cell_density.png
The die is cut into 11 by 11 equal tiles; white is low, dark blue is high, 0 to 100% covered.
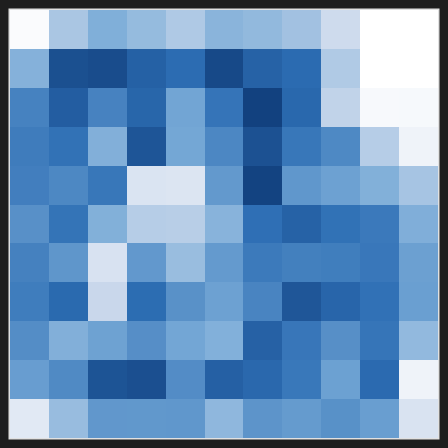
layer_met4.png
Bar = 20 um. Supply wires on this layer in gray.
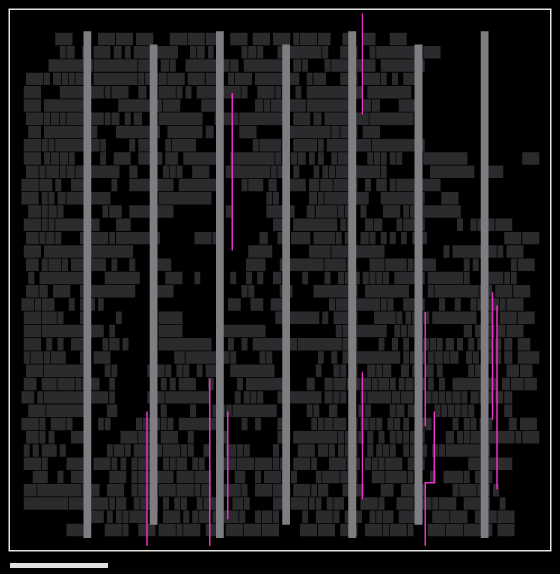
<file path="config.mk">
export PLATFORM = sky130hd
export DESIGN_NAME = jts16_ba_responder
export DESIGN_NICKNAME = d
export VERILOG_FILES = /design/src/rtl/jts16_ba_responder.sv
export SDC_FILE = /design/constraint.sdc
export NUM_CORES = 1
export LEC_CHECK = 0
export ABC_AREA = 1
export CORE_MARGIN = 2
export CORE_UTILIZATION = 40
export CTS_BUF_LIST = sky130_fd_sc_hd__clkbuf_2 sky130_fd_sc_hd__clkbuf_4 sky130_fd_sc_hd__clkbuf_8
export CTS_CLUSTER_SIZE = 20
export DETAILED_ROUTE_END_ITERATION = 7
export PLACE_DENSITY = 0.83
export SKIP_LAST_GASP = 1
export SLEW_MARGIN = 40
export SYNTH_ARGS = -nofsm -noshare
export SYNTH_HDL_FRONTEND = slang
export SYNTH_SLANG_ARGS = --single-unit
</file>
<file path="constraint.sdc">
create_clock -name clk -period 3.3 [get_ports clk]
set_input_delay 0.495 -clock clk [delete_from_list [all_inputs] [get_ports clk]]
set_output_delay 0.495 -clock clk [all_outputs]
set_load 0.05 [all_outputs]
</file>
<file path="src/rtl/jts16_ba_responder.sv">
// jts16_ba_responder
// Target end of the 4-bank SDRAM request interface used by the S16 memory map.
// Bank requesters raise ba_rd / ba_wr. This block arbitrates them onto one
// in-order memory backend and answers each bank with ack/dst/dok/rdy.
// Read bursts of BURST words are serialised onto data_read. Only one
// transaction is in flight at a time.
//
// Configuration macro:
//   JTS16_BA_RR_EN  defined   : round-robin arbitration. The pointer moves to
//                               the bank after the winner on every ack.
//                   undefined : fixed priority, bank0 > bank1 > bank2 > bank3.
//
// Parameters:
//   BURST  words per read transaction (1..4)
//   AW     per-bank word address width
//
// Ports:
//   clk, rst_n                 clock, asynchronous active-low reset
//   ba0..ba3_addr   in  AW     per-bank word address
//   ba_rd           in  4      read request per bank, held until ack
//   ba_wr           in  1      bank-0 write request, held until ack
//   ba0_din/_m      in  16/2   bank-0 write data / mask (1 = byte kept)
//   ba_ack          out 4      request accepted (pulses on the first grant)
//   ba_dst          out 4      first read word on data_read
//   ba_dok          out 4      data_read valid for this bank
//   ba_rdy          out 4      transaction complete
//   data_read       out 16     read data shared by all banks
//   mem_req/gnt     out/in     backend word request / accept
//   mem_we          out        request is a write
//   mem_addr        out AW+2   {bank, word address}
//   mem_wdata/wmask out 16/2   write data / mask
//   mem_rdata       in  16     read data
//   mem_rvalid      in  1      read data valid, in request order
module jts16_ba_responder #(
  parameter int BURST = 2,
  parameter int AW    = 22
) (
  input  logic          clk,
  input  logic          rst_n,
  input  logic [AW-1:0] ba0_addr,
  input  logic [AW-1:0] ba1_addr,
  input  logic [AW-1:0] ba2_addr,
  input  logic [AW-1:0] ba3_addr,
  input  logic [3:0]    ba_rd,
  input  logic          ba_wr,
  input  logic [15:0]   ba0_din,
  input  logic [1:0]    ba0_din_m,
  output logic [3:0]    ba_ack,
  output logic [3:0]    ba_dst,
  output logic [3:0]    ba_dok,
  output logic [3:0]    ba_rdy,
  output logic [15:0]   data_read,
  output logic          mem_req,
  input  logic          mem_gnt,
  output logic          mem_we,
  output logic [AW+1:0] mem_addr,
  output logic [15:0]   mem_wdata,
  output logic [1:0]    mem_wmask,
  input  logic [15:0]   mem_rdata,
  input  logic          mem_rvalid
);

  localparam logic [2:0] BURST_C = 3'(BURST);
  localparam logic [2:0] LAST_C  = 3'(BURST - 1);

  typedef enum logic [1:0] {
    ST_IDLE  = 2'd0,
    ST_ISSUE = 2'd1,
    ST_WAIT  = 2'd2,
    ST_DONE  = 2'd3
  } state_t;

  state_t        state_r, state_s;
  logic [1:0]    bank_r;
  logic [AW-1:0] addr_r;
  logic          we_r;
  logic [15:0]   wdata_r;
  logic [1:0]    wmask_r;
  logic [2:0]    issued_r;
  logic [2:0]    recv_r;

  logic [3:0]    req_s;
  logic          any_req_s;
  logic [1:0]    win_s;
  logic [AW-1:0] sel_addr_s;
  logic          gnt_s;
  logic          first_gnt_s;
  logic          rd_acc_s;
  logic          rd_last_s;

  function automatic logic [3:0] bank_onehot(input logic [1:0] bank);
    case (bank)
      2'd0:    bank_onehot = 4'b0001;
      2'd1:    bank_onehot = 4'b0010;
      2'd2:    bank_onehot = 4'b0100;
      2'd3:    bank_onehot = 4'b1000;
      default: bank_onehot = 4'b0000;
    endcase
  endfunction

  assign req_s       = {ba_rd[3:1], ba_rd[0] | ba_wr};
  assign any_req_s   = |req_s;
  assign gnt_s       = (state_r == ST_ISSUE) && mem_gnt;
  assign first_gnt_s = gnt_s && (issued_r == 3'd0);
  // A read word is only accepted while our read is open and not yet full.
  // Stray rvalid pulses (e.g. left over from a burst cut by reset) are dropped.
  assign rd_acc_s    = mem_rvalid && !we_r && (recv_r < BURST_C) &&
                       ((state_r == ST_ISSUE) || (state_r == ST_WAIT));
  assign rd_last_s   = rd_acc_s && (recv_r == LAST_C);

`ifdef JTS16_BA_RR_EN
  logic [1:0] rr_ptr_r;
  logic [1:0] rr_idx_s;
  logic       rr_found_s;

  // Round-robin winner: first requesting bank at or after the pointer.
  always_comb begin
    win_s      = 2'd0;
    rr_found_s = 1'b0;
    rr_idx_s   = rr_ptr_r;
    for (int i = 0; i < 4; i++) begin
      rr_idx_s = rr_ptr_r + 2'(i);
      if (!rr_found_s && req_s[rr_idx_s]) begin
        win_s      = rr_idx_s;
        rr_found_s = 1'b1;
      end else begin
        win_s = win_s;
      end
    end
  end

  // Round-robin pointer moves past the bank that was just acknowledged.
  always_ff @(posedge clk or negedge rst_n) begin
    if (!rst_n) begin
      rr_ptr_r <= 2'd0;
    end else if (first_gnt_s) begin
      rr_ptr_r <= bank_r + 2'd1;
    end else begin
      rr_ptr_r <= rr_ptr_r;
    end
  end
`else
  // Fixed-priority winner; bank0 carries the CPU and gets the lowest latency.
  always_comb begin
    if (req_s[0]) begin
      win_s = 2'd0;
    end else if (req_s[1]) begin
      win_s = 2'd1;
    end else if (req_s[2]) begin
      win_s = 2'd2;
    end else begin
      win_s = 2'd3;
    end
  end
`endif

  // Address of the winning bank.
  always_comb begin
    case (win_s)
      2'd0:    sel_addr_s = ba0_addr;
      2'd1:    sel_addr_s = ba1_addr;
      2'd2:    sel_addr_s = ba2_addr;
      2'd3:    sel_addr_s = ba3_addr;
      default: sel_addr_s = ba0_addr;
    endcase
  end

  // State register.
  always_ff @(posedge clk or negedge rst_n) begin
    if (!rst_n) begin
      state_r <= ST_IDLE;
    end else begin
      state_r <= state_s;
    end
  end

  // Next-state logic.
  always_comb begin
    state_s = state_r;
    case (state_r)
      ST_IDLE: begin
        if (any_req_s) begin
          state_s = ST_ISSUE;
        end else begin
          state_s = ST_IDLE;
        end
      end
      ST_ISSUE: begin
        // A zero-latency backend may return the last word together with the last grant.
        if (rd_last_s) begin
          state_s = ST_IDLE;
        end else if (mem_gnt && we_r) begin
          state_s = ST_DONE;
        end else if (mem_gnt && (issued_r == LAST_C)) begin
          state_s = ST_WAIT;
        end else begin
          state_s = ST_ISSUE;
        end
      end
      ST_WAIT: begin
        if (rd_last_s) begin
          state_s = ST_IDLE;
        end else begin
          state_s = ST_WAIT;
        end
      end
      ST_DONE: state_s = ST_IDLE;
      default: state_s = ST_IDLE;
    endcase
  end

  // Backend request outputs and ack. The ack follows mem_gnt in the same cycle.
  always_comb begin
    mem_req   = 1'b0;
    mem_we    = 1'b0;
    mem_addr  = {(AW + 2){1'b0}};
    mem_wdata = 16'h0000;
    mem_wmask = 2'b00;
    ba_ack    = 4'b0000;
    case (state_r)
      ST_ISSUE: begin
        mem_req  = 1'b1;
        mem_we   = we_r;
        // The word address wraps inside the bank and never carries into the bank bits.
        mem_addr = {bank_r, addr_r + AW'(issued_r)};
        if (we_r) begin
          mem_wdata = wdata_r;
          mem_wmask = wmask_r;
        end else begin
          mem_wdata = 16'h0000;
          mem_wmask = 2'b00;
        end
        if (first_gnt_s) begin
          ba_ack = bank_onehot(bank_r);
        end else begin
          ba_ack = 4'b0000;
        end
      end
      default: begin
        mem_req = 1'b0;
      end
    endcase
  end

  // Transaction latch plus issued / received word counters.
  always_ff @(posedge clk or negedge rst_n) begin
    if (!rst_n) begin
      bank_r   <= 2'd0;
      addr_r   <= {AW{1'b0}};
      we_r     <= 1'b0;
      wdata_r  <= 16'h0000;
      wmask_r  <= 2'b00;
      issued_r <= 3'd0;
      recv_r   <= 3'd0;
    end else if ((state_r == ST_IDLE) && any_req_s) begin
      bank_r   <= win_s;
      addr_r   <= sel_addr_s;
      we_r     <= ba_wr && (win_s == 2'd0);
      wdata_r  <= ba0_din;
      wmask_r  <= ba0_din_m;
      issued_r <= 3'd0;
      recv_r   <= 3'd0;
    end else begin
      if (gnt_s) begin
        issued_r <= issued_r + 3'd1;
      end
      if (rd_acc_s) begin
        recv_r <= recv_r + 3'd1;
      end
    end
  end

  // Registered responses to the banks: dst/dok/rdy pulses and the data_read hold register.
  always_ff @(posedge clk or negedge rst_n) begin
    if (!rst_n) begin
      data_read <= 16'h0000;
      ba_dst    <= 4'b0000;
      ba_dok    <= 4'b0000;
      ba_rdy    <= 4'b0000;
    end else begin
      ba_dst <= 4'b0000;
      ba_dok <= 4'b0000;
      ba_rdy <= 4'b0000;
      if (rd_acc_s) begin
        data_read <= mem_rdata;
        ba_dok    <= bank_onehot(bank_r);
        ba_dst    <= (recv_r == 3'd0) ? bank_onehot(bank_r) : 4'b0000;
        ba_rdy    <= rd_last_s ? bank_onehot(bank_r) : 4'b0000;
      end else if (gnt_s && we_r) begin
        // A write completes in the DONE cycle right after its grant.
        ba_rdy <= 4'b0001;
      end else begin
        data_read <= data_read;
      end
    end
  end

endmodule
</file>
==> results.json <==
{
  "totalNegativeSetupSlack_ns": 0,
  "criticalPathCategory": "reg2out",
  "fin_ws_ns": 0.201,
  "first_pass_iters": 5,
  "outcome": "finished clean",
  "die_w_um": 111,
  "ff_type": "dfrtp_1",
  "synth_area_per_cell_um2": 7.01,
  "seq_power_share": 0.257,
  "setup_viol": 0,
  "busiest_layer": "met2",
  "antenna_cells": 0,
  "htreeDepth": 3,
  "p_clk_frac": 0.150,
  "largest_class": "combinational gates",
  "skew_ns": 0.00740,
  "synth_top_area_share": 0.434,
  "crit_chain": "ha_1 > nand2_1 > nand2_1 > nand3_1 > inv_1 > nand3_1 > nand2_1 > nand2_1 > nor2_1 > clkdlybuf4s50_1",
  "grt_usage": 0.220,
  "critPathSlowestCell": "clkdlybuf4s50_1",
  "power_frac_comb": 0.593,
  "final_util": 0.631,
  "cts_resized": 0,
  "worstSetupStartpoint": "issued_r[1]",
  "rsz0062_at_grt": "no",
  "endpoint": "mem_addr[17]",
  "ios": 207,
  "yosys_warnings": 0,
  "tap_cells": 140,
  "highest_layer": "met4",
  "worst_path_most_repeated_cell": "nand2_1",
  "wl_met3_um": 1070,
  "initial_core_util": 0.414,
  "ys_cells": 649,
  "flops": 79,
  "cts_setup_buffers": 0,
  "vdd_drop_max_uv": 587,
  "signal_buffers": 213,
  "drv_cap": 0,
  "avgRoutedWirePerCell_um": 13.5,
  "critPathRequiredTime_ns": 2.80,
  "cp_num_buf_inv": 2,
  "critPathLaunchType": "flop",
  "postPlaceCellArea_mm2": 0.00666,
  "hold_violations": 0,
  "aoi_share": 0.0833,
  "ys_sh_xor": 0.00385,
  "largest_registers": "addr_r: 22 flops, data_read: 16 flops, wdata_r: 16 flops",
  "seq_share": 0.285,
  "core_mm2": 0.0110,
  "top_power_group": "combinational logic",
  "dp_hpwl_um": 10200,
  "drive_above_1_share": 0.0867,
  "gp_congestion": 0.955,
  "preCtsSetupSlack_ns": 0.539,
  "antenna_found_initial": 0,
  "cts-root-buf": "clkbuf_8",
  "inverters": 88,
  "async_reset_ff_frac": 1.00,
  "nonClkBufAreaFrac": 0.300,
  "slowest_delay_ns": 0.82,
  "lay_top_cells": "nand2_1 (254), clkdlybuf4s50_1 (169), inv_1 (86), dfrtp_1 (79), nor2_1 (70)",
  "fmax_ghz": 0.323,
  "r2r_slack_ns": 1.34,
  "placement.io_buffers": 206,
  "grt_pass1_vias": 4570,
  "yosysChipArea_mm2": 0.00455,
  "synth-seq-cells": 79,
  "layout.cells.non_filler": 994,
  "worstPathMaxFanout": 7,
  "worst_pin_slew_ns": 0.810,
  "p_int_w": 0.00320,
  "die-area_mm2": 0.0122,
  "lay_top_count": "nand2_1",
  "nFillCells": 967,
  "cp.depth": 10,
  "cts_tree": "built",
  "nets": 994,
  "cts_hold_buf": 0
}
About cell_density.png:
emptiest ninth of the die: upper right
nearly empty tiles: 3.3%
mean over tiles: 55%
fullest tile: 93%
tiles over 75% full: 21%

About layer_met4.png:
share of all routed wire: 2.1%
wire length on this layer: 277 um

